==> config.mk <==
export PLATFORM = sky130hd
export DESIGN_NAME = mem_access_sequencer
export DESIGN_NICKNAME = d
export VERILOG_FILES = /design/src/rtl/scd_mem_pkg.sv /design/src/rtl/mem_lane_merge.sv /design/src/rtl/mem_access_sequencer.sv
export SDC_FILE = /design/constraint.sdc
export NUM_CORES = 1
export LEC_CHECK = 0
export CORE_AREA = 2 2 69 137
export DETAILED_ROUTE_END_ITERATION = 8
export DIE_AREA = 0 0 71 139
export GPL_TIMING_DRIVEN = 0
export PLACE_DENSITY = 0.66
export SYNTH_ARGS = -nofsm -noshare
export SYNTH_HDL_FRONTEND = slang
export SYNTH_SLANG_ARGS = --single-unit
export TNS_END_PERCENT = 1
==> constraint.sdc <==
create_clock -name clk -period 1.5 [get_ports clk]
set_input_delay 0.15 -clock clk [delete_from_list [all_inputs] [get_ports clk]]
set_output_delay 0.15 -clock clk [all_outputs]
set_load 0.03 [all_outputs]
==> src/rtl/scd_mem_pkg.sv <==
// Shared definitions for the memory access sequencer.
// Provides the FSM state encoding, access-size encoding and the legal
// bounds of the read-latency parameter.
package scd_mem_pkg;

   typedef enum logic [1:0] {
      ST_IDLE    = 2'd0,
      ST_RD_WAIT = 2'd1,
      ST_WR      = 2'd2,
      ST_RESP    = 2'd3
   } state_t;

   localparam logic SIZE_BYTE = 1'b0;
   localparam logic SIZE_HALF = 1'b1;

   localparam int READ_LATENCY_MIN = 1;
   localparam int READ_LATENCY_MAX = 3;

endpackage

==> src/rtl/mem_lane_merge.sv <==
// Byte-lane helper for a 16-bit word memory (purely combinational).
// Ports:
//   word       - word read from memory
//   byte_sel   - address bit 0: 0 selects [7:0], 1 selects [15:8]
//   wdata_byte - byte to be stored
//   rd_byte    - selected byte of word, zero-extended
//   merged     - word with the selected lane replaced by wdata_byte
module mem_lane_merge
   import scd_mem_pkg::*;
(
   input  logic [15:0] word,
   input  logic        byte_sel,
   input  logic [7:0]  wdata_byte,
   output logic [15:0] rd_byte,
   output logic [15:0] merged
);

   assign rd_byte = byte_sel ? {8'h00, word[15:8]} : {8'h00, word[7:0]};
   assign merged  = byte_sel ? {wdata_byte, word[7:0]} : {word[15:8], wdata_byte};

endmodule

==> src/rtl/mem_access_sequencer.sv <==
// Sequences byte/halfword loads and stores onto a 16-bit word memory with
// a synchronous read of READ_LATENCY cycles. Byte stores are done as
// read-modify-write; misaligned halfwords are rejected with rsp_err.
//
// state   | meaning
// --------+---------------------------------------------------------
// IDLE    | req_ready high, waiting for a request
// RD_WAIT | word address on mem_addr, counting down read latency
// WR      | one-cycle mem_we pulse with the full word
// RESP    | response held until rsp_ready
//
// Ports:
//   clk, rst                     - clock, synchronous active-high reset
//   req_valid/req_ready          - request handshake
//   req_we, req_byte_half        - store/load, halfword/byte
//   req_addr, req_wdata          - byte address, store data
//   rsp_valid/rsp_ready          - response handshake
//   rsp_rdata, rsp_err           - load data, misaligned flag
//   mem_addr, mem_we, mem_wdata  - word memory write/address port
//   mem_rdata                    - word memory read data
module mem_access_sequencer
   import scd_mem_pkg::*;
#(
   parameter int READ_LATENCY = 1
)(
   input  logic        clk,
   input  logic        rst,
   input  logic        req_valid,
   output logic        req_ready,
   input  logic        req_we,
   input  logic        req_byte_half,
   input  logic [15:0] req_addr,
   input  logic [15:0] req_wdata,
   output logic        rsp_valid,
   input  logic        rsp_ready,
   output logic [15:0] rsp_rdata,
   output logic        rsp_err,
   output logic [14:0] mem_addr,
   output logic        mem_we,
   output logic [15:0] mem_wdata,
   input  logic [15:0] mem_rdata
);

   // Out-of-range values are clamped so the counter width stays valid.
   localparam int RL_EFF = (READ_LATENCY < READ_LATENCY_MIN) ? READ_LATENCY_MIN :
                           (READ_LATENCY > READ_LATENCY_MAX) ? READ_LATENCY_MAX :
                           READ_LATENCY;
   localparam logic [1:0] CNT_LOAD = 2'(RL_EFF - 1);

   state_t      state, state_nxt;
   logic [1:0]  cnt;
   logic        cap_we;
   logic        cap_half;
   logic [15:0] cap_addr;
   logic [15:0] cap_wdata;
   logic [15:0] wr_word;
   logic [15:0] rdata_q;
   logic        err_q;
   logic        accept;
   logic        misaligned;
   logic [15:0] lane_rdata;
   logic [15:0] lane_merged;

   assign accept     = req_valid && (state == ST_IDLE);
   assign misaligned = (req_byte_half == SIZE_HALF) && req_addr[0];

   mem_lane_merge u_lane (
      .word       (mem_rdata),
      .byte_sel   (cap_addr[0]),
      .wdata_byte (cap_wdata[7:0]),
      .rd_byte    (lane_rdata),
      .merged     (lane_merged)
   );

   always_comb begin
      state_nxt = state;
      case (state)
         ST_IDLE: begin
            if (req_valid) begin
               if (misaligned)
                  state_nxt = ST_RESP;
               else if (req_we && (req_byte_half == SIZE_HALF))
                  state_nxt = ST_WR;
               else
                  state_nxt = ST_RD_WAIT;
            end
         end
         ST_RD_WAIT: begin
            if (cnt == 2'd0)
               state_nxt = cap_we ? ST_WR : ST_RESP;
         end
         ST_WR:   state_nxt = ST_RESP;
         ST_RESP: begin
            if (rsp_ready)
               state_nxt = ST_IDLE;
         end
         default: state_nxt = ST_IDLE;
      endcase
   end

   always_ff @(posedge clk) begin
      if (rst) begin
         state     <= ST_IDLE;
         cnt       <= 2'd0;
         cap_we    <= 1'b0;
         cap_half  <= SIZE_BYTE;
         cap_addr  <= 16'h0000;
         cap_wdata <= 16'h0000;
         wr_word   <= 16'h0000;
         rdata_q   <= 16'h0000;
         err_q     <= 1'b0;
      end else begin
         state <= state_nxt;
         if (accept) begin
            cap_we    <= req_we;
            cap_half  <= req_byte_half;
            cap_addr  <= req_addr;
            cap_wdata <= req_wdata;
            cnt       <= CNT_LOAD;
            err_q     <= misaligned;
            rdata_q   <= 16'h0000;
            if (req_we && (req_byte_half == SIZE_HALF))
               wr_word <= req_wdata;
         end else if (state == ST_RD_WAIT) begin
            if (cnt != 2'd0)
               cnt <= cnt - 2'd1;
            else if (cap_we)
               wr_word <= lane_merged;
            else
               rdata_q <= (cap_half == SIZE_HALF) ? mem_rdata : lane_rdata;
         end
      end
   end

   assign req_ready = (state == ST_IDLE);
   assign rsp_valid = (state == ST_RESP);
   assign rsp_rdata = rdata_q;
   assign rsp_err   = err_q;
   assign mem_addr  = cap_addr[15:1];
   assign mem_we    = (state == ST_WR);
   assign mem_wdata = wr_word;

endmodule

==> run_1/placed.png <==
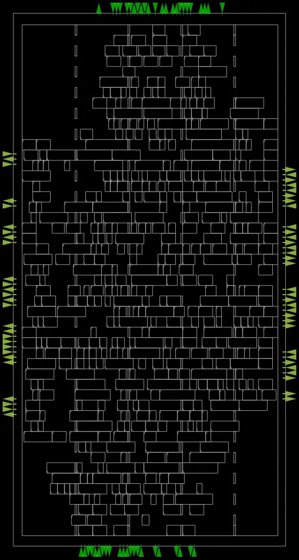
total of fill cells in the finished design: 847
number of rows created at floorplan: 49
Layout Cells excl Fill: 593

==> run_1/util_map.png <==
7 x 14 tiles, from white (low) to dark blue (high), 0 to 100% covered.
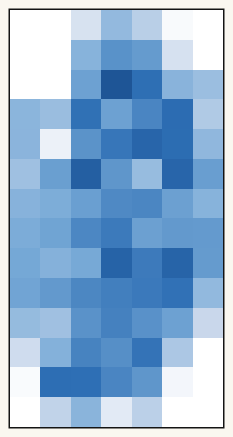
emptiest ninth of the die = north-west
nearly empty tiles = 13%
mean over tiles = 45%
tiles over 75% full = 9.2%

==> run notes, run 1 <==
Item: results of the latest flow run.

- The root buffer cell chosen for the clock tree is sky130_fd_sc_hd__clkbuf_16.
- Clock tree synthesis found a total of 63 sinks.
- Setup total negative slack on the finished layout was measured at 0 ps.
- The layout stage reports a final design area of 0.004582 mm^2.
- Global routing consumed, over all layers together, 19.06% of the routing resources.
- Across all stage logs, warnings added up to 33.
- The source-to-sink clock delay at the later pin of the worst-skew pair is 330 ps.
- Yosys reports the multiplexer fraction of the synthesized area as 7.964%.
- Net switching is 39.06% of the power.
- The HPWL after detailed placement is 7098 um.
- The core footprint is 0.008890 mm^2.
- The H-tree generated during clock tree synthesis spans 3 levels.
- The final period utilization is 99.71%.
- Global routing finished with a remaining overflow of 0.
- The max-slew check reports its worst relative slack as 64.71%.
- No sink is reached through more buffers than the 2 on the longest clock path.
- The class of the tightest hold or removal check is input port to register.
- The synthesized instance count is 372.
- The launching element of the worst setup path is state[0]$_SDFFE_PP0P_.
- All stages included, the depth of the critical timing path comes to 2.
- The hold-critical path depth is 3.
- The part of the Yosys area used for sequential elements is 41.81%.
- The number of clock buffers inserted by TritonCTS is 9.
- The last element of the critical path is rsp_valid.
- The combinational group share of total power is 43.7%.
- The count of final hold-check violations is 0.
- The family with the most delay on the worst path is buffers and inverters.
- The category of the worst setup path launch point is a register.
- The largest single stage delay on the critical path is 410 ps.
- The iteration tally of the first detailed-router pass is 4.
- STA classifies the critical path endpoint as an output pin.
- 0 antenna diodes ended up in the layout.
- Max fanout on the critical path was recorded as 5.
- The required time at the worst endpoint is listed as 1350 ps.
- The flow ran to the end, and the final reports show no timing, DRC or antenna violations.
- Summing the areas of all and, or, nand and nor instances in the mapped netlist gives 18.66% of the synthesized area.
- The slowest cell on the critical path is sky130_fd_sc_hd__dlygate4sd2_1.
- The total die area is 0.009869 mm^2.
- The worst path needs 1496 ps of the cycle, external delays included.
- The number of top-level pins is 105.
- The detail-routed net length per standard cell is 15.33 um.
- The total net switching power is 3.203 mW.
- The number of nets handed over by synthesis was 433.
- For this design, the CTS-stage hold fixing added 0 buffers.
==> run_1/m3.png <==
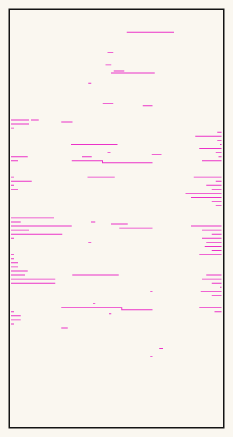
share of all routed wire = 5.1%
nets with wire on the layer = 71
main direction = horizontal
wire length on this layer = 465 um

==> run 1: cell type report <==
type                    instances  area, um^2  area share (%)
inverters                       6       25.02          0.5462
repair buffers                104        1015           22.15
flip-flops and latches         63        1269           27.69
clock inverters                 4       70.07           1.529
plain buffers                  29       182.7           3.987
well taps                     102       127.6           2.785
clock buffers                  12       236.5           5.161
multi-input cells             273        1657           36.16
==> run 1: power by group through the flow <==
| stage | Combinational, mW | Clock [mW] | Sequential, mW |
|---|---|---|---|
| after floorplan | 1.62 | 0 | 3.09 |
| after global placement | 3.57 | 0 | 2.45 |
| after detailed placement | 3.62 | 0 | 2.47 |
| after CTS | 3.55 | 2.19 | 2.46 |
| after global routing | 3.90 | 2.26 | 2.52 |
| final | 3.58 | 2.16 | 2.46 |
==> run 1: layer usage <==
layer  global-route usage (%)  wire (um)  up-vias
met5                        0          0        -
li1                         -          -     1515
met1                    20.44       3424     1341
met2                    33.64       4824      101
met3                    3.852        465       21
met4                    10.92        379        0
==> run 1: cells in the mapped netlist, drive strengths merged <==
cell / count
nand2: 80
a21oi: 68
dfxtp: 63
nand3: 25
mux2i: 24
buf: 21
a21o: 16
o21ai: 16
nor2: 12
a211oi: 9
clkbuf: 9
ha: 7
inv: 6
nand2b: 4
nand4b: 2
nor2b: 2
a221oi: 1
a311oi: 1
a31oi: 1
and2: 1
o211ai: 1
o311ai: 1
or2: 1
xnor2: 1
==> run 1: registers in the layout, summed over array words and instances (netlist names) <==
signal and count:
cap_addr 16, cap_half 1, cap_wdata 8, cap_we 1, cnt 2, mem_wdata 16, rsp_err 1, rsp_rdata 16
state 2
==> run 1: what timing repair did <==
action | 4_1_cts | 5_1_grt
pin swaps | 0 | 4
gates resized | 52 | 17
endpoints found under the hold margin | 0 | 0
setup endpoints to repair | 82 | 65
==> inputs of run 2 (changes only) <==
--- a/config.mk
+++ b/config.mk
@@ -10,6 +10,7 @@
 export DIE_AREA = 0 0 71 139
 export GPL_TIMING_DRIVEN = 0
 export PLACE_DENSITY = 0.66
+export RECOVER_POWER = 25
 export SYNTH_ARGS = -nofsm -noshare
 export SYNTH_HDL_FRONTEND = slang
 export SYNTH_SLANG_ARGS = --single-unit
==> run_2/pinout.png <==
Pins as bars across the die edge, other pins in grey.
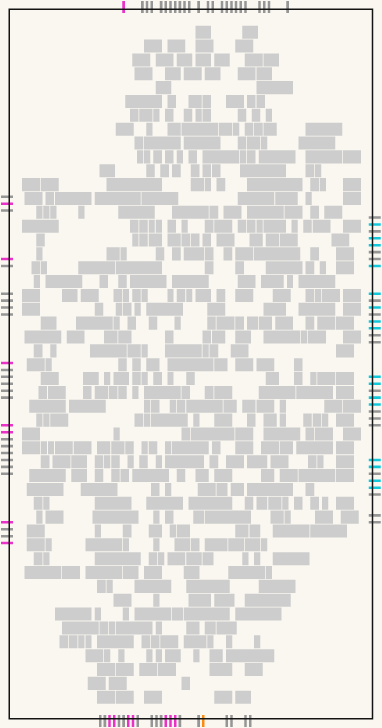
rst -> orange  # pins 1, direction input, edge south
mem_addr -> magenta  # pins 15, direction output, edge 7 west, 7 south, 1 north
mem_rdata -> cyan  # pins 16, direction input, edge east

==> run 2 against run 1 <==
- wire length is essentially flat
- cell area shrank 0.19%
- power about the same
- flip-flop count did not move
- synthesized cell count did not move
- die area did not move
- non-clock buffer count unchanged
- combinational power hardly changed
- clock power barely moved
- utilization decreased by 0.099 points
- fmax stayed put
- synthesized area stayed put
- critical endpoint unchanged
- highest routed layer unchanged
==> run notes, run 2 <==
Item: results of the latest flow run.

- The final critical delay including setup and external delays came to 1496 ps (unchanged).
- The number of logged tool warnings is 33 (unchanged).
- The number of nets in the synthesized netlist is 433 (unchanged).
- The clock buffer instance count of the final layout is 12 (unchanged).
- The part of the Yosys area used for sequential elements is 41.81% (unchanged).
- The class occupying the most area after layout is reported as multi-input combinational cells.
- The flow ran to the end, and the final reports show no timing, DRC or antenna violations.
- The multi-input gate share of total cell area is 36.22% (+0.069 points).
- The source-to-sink clock delay at the later pin of the worst-skew pair was 330 ps (about the same).
- The number of enable flip-flop cells is 0 (unchanged).
- The iteration tally of the first detailed-router pass is 4 (unchanged).
- The core footprint is 0.008890 mm^2 (unchanged).
- The combinational gate area came to 0.001657 mm^2 (unchanged).
- The sink count of the clock tree was 63 (unchanged).
- The combinational group share of total power is 43.7% (about the same).
- The inverter tally of the final layout excluding the clock network was 6 (unchanged).
- The proportion of final cell area spent on non-clock buffers is 25.99% (-0.14 points).
- The multi-input combinational cell count is 273 (unchanged).
- By count the netlist is led by sky130_fd_sc_hd__nand2_1 (80), sky130_fd_sc_hd__a21oi_1 (68), sky130_fd_sc_hd__dfxtp_1 (63).
- The cell row count is 49 (unchanged).
- The antenna diode count is 0 (unchanged).
- The area fraction in and, or, nand and nor cells after synthesis is 18.66% (unchanged).
- The final period utilization came to 99.71% (unchanged).
- The number of clock buffers inserted by TritonCTS is 9 (unchanged).
- The fraction of registers with async set or reset after synthesis is 0% (unchanged).
- The reported clock group power is 2.16 mW (about the same).
- The total die area was 0.009869 mm^2 (unchanged).
- The slowest stage of the critical path belongs to the cell sky130_fd_sc_hd__dlygate4sd2_1.
- The count of final hold-check violations was 0 (unchanged).
- The total number of H-tree levels is 3 (unchanged).
- The overall track demand over capacity in global routing was 19.06% (unchanged).
- The number of top-level pins came to 105 (unchanged).
- The count of mapped cells out of synthesis is 372 (unchanged).
- The group drawing the most power is combinational cells.
- The category of the worst setup path launch point is a register.
- In this design, the largest share of critical-path delay is due to buffers and inverters.
- The HPWL after detailed placement is 7098 um (unchanged).
- The well tap count is 102 (unchanged).
- The class of the tightest hold or removal check is input port to register.
- The proportion of synthesized area in mux cells is 7.964% (unchanged).
- The tree is rooted in a sky130_fd_sc_hd__clkbuf_16.
- The sequential power is 2.46 mW (about the same).
- The total net switching power came to 3.203 mW (about the same).
- The worst setup path is captured at an output pin.
==> run_2/clock_wires.png <==
Scale bar: 20 um.
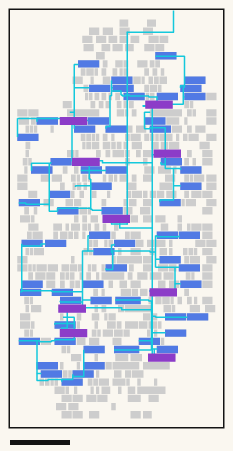
flip-flops -> blue  # count 63
clock wires -> cyan  # length 871 um
clock-net drivers -> purple  # count 9
flops lie = all over the die

[run 2: cell counts after synthesis]
No cell type changed its count.
[run 2: stage by stage]
step           TNS (ps)  instance area [um^2]  hold WS, ps  total power, mW  util [%]
2_1_floorplan         0                  3030        286.0            4.710         -
3_3_place_gp     -11120                  4199        439.0            6.022     47.23
3_5_place_dp     -13240                  4199        444.8            6.083     47.23
4_1_cts          -4.578                  4534        360.4            8.198     51.01
5_1_grt          -419.9                  4573        389.5            8.676     51.44
6_report              0                  4573        361.7            8.196     51.44
[run 2: worst min path at each step]
| stage | start | cells after the start | to | slack [ps] |
|---|---|---|---|---|
| after CTS | req_addr[5] | 3 | cap_addr[5]$_SDFFE_PP0P_ | 360 |
| after global routing | req_addr[7] | 3 | cap_addr[7]$_SDFFE_PP0P_ | 390 |
| after detailed placement | rsp_rdata[12]$_SDFFE_PP0P_ | 2 | rsp_rdata[12]$_SDFFE_PP0P_ | 440 |
| final | req_addr[5] | 3 | cap_addr[5]$_SDFFE_PP0P_ | 360 |
| after floorplan | req_wdata[0] | 2 | cap_wdata[0]$_SDFFE_PP0P_ | 290 |
| after global placement | rsp_rdata[8]$_SDFFE_PP0P_ | 2 | rsp_rdata[8]$_SDFFE_PP0P_ | 440 |
[run 2: metal layers]
layer / vias up / global-route usage, % / part of all wire, %
li1: 1515 / - / -
met1: 1342 / 20.44 / 38
met2: 101 / 33.64 / 53
met3: 21 / 3.852 / 5.1
met4: 0 / 10.92 / 4.2
met5: - / 0 / 0
[run 2: timing repair]
| item | CTS | global route |
|---|---|---|
| setup endpoints to repair | 82 | 65 |
| resized | 52 | 17 |
| hold buffers | 0 | 0 |
| gates cloned | 0 | 0 |
| endpoints found under the hold margin | 0 | 0 |
| pin swaps | 0 | 4 |
Power and IR drop assume default switching activity.
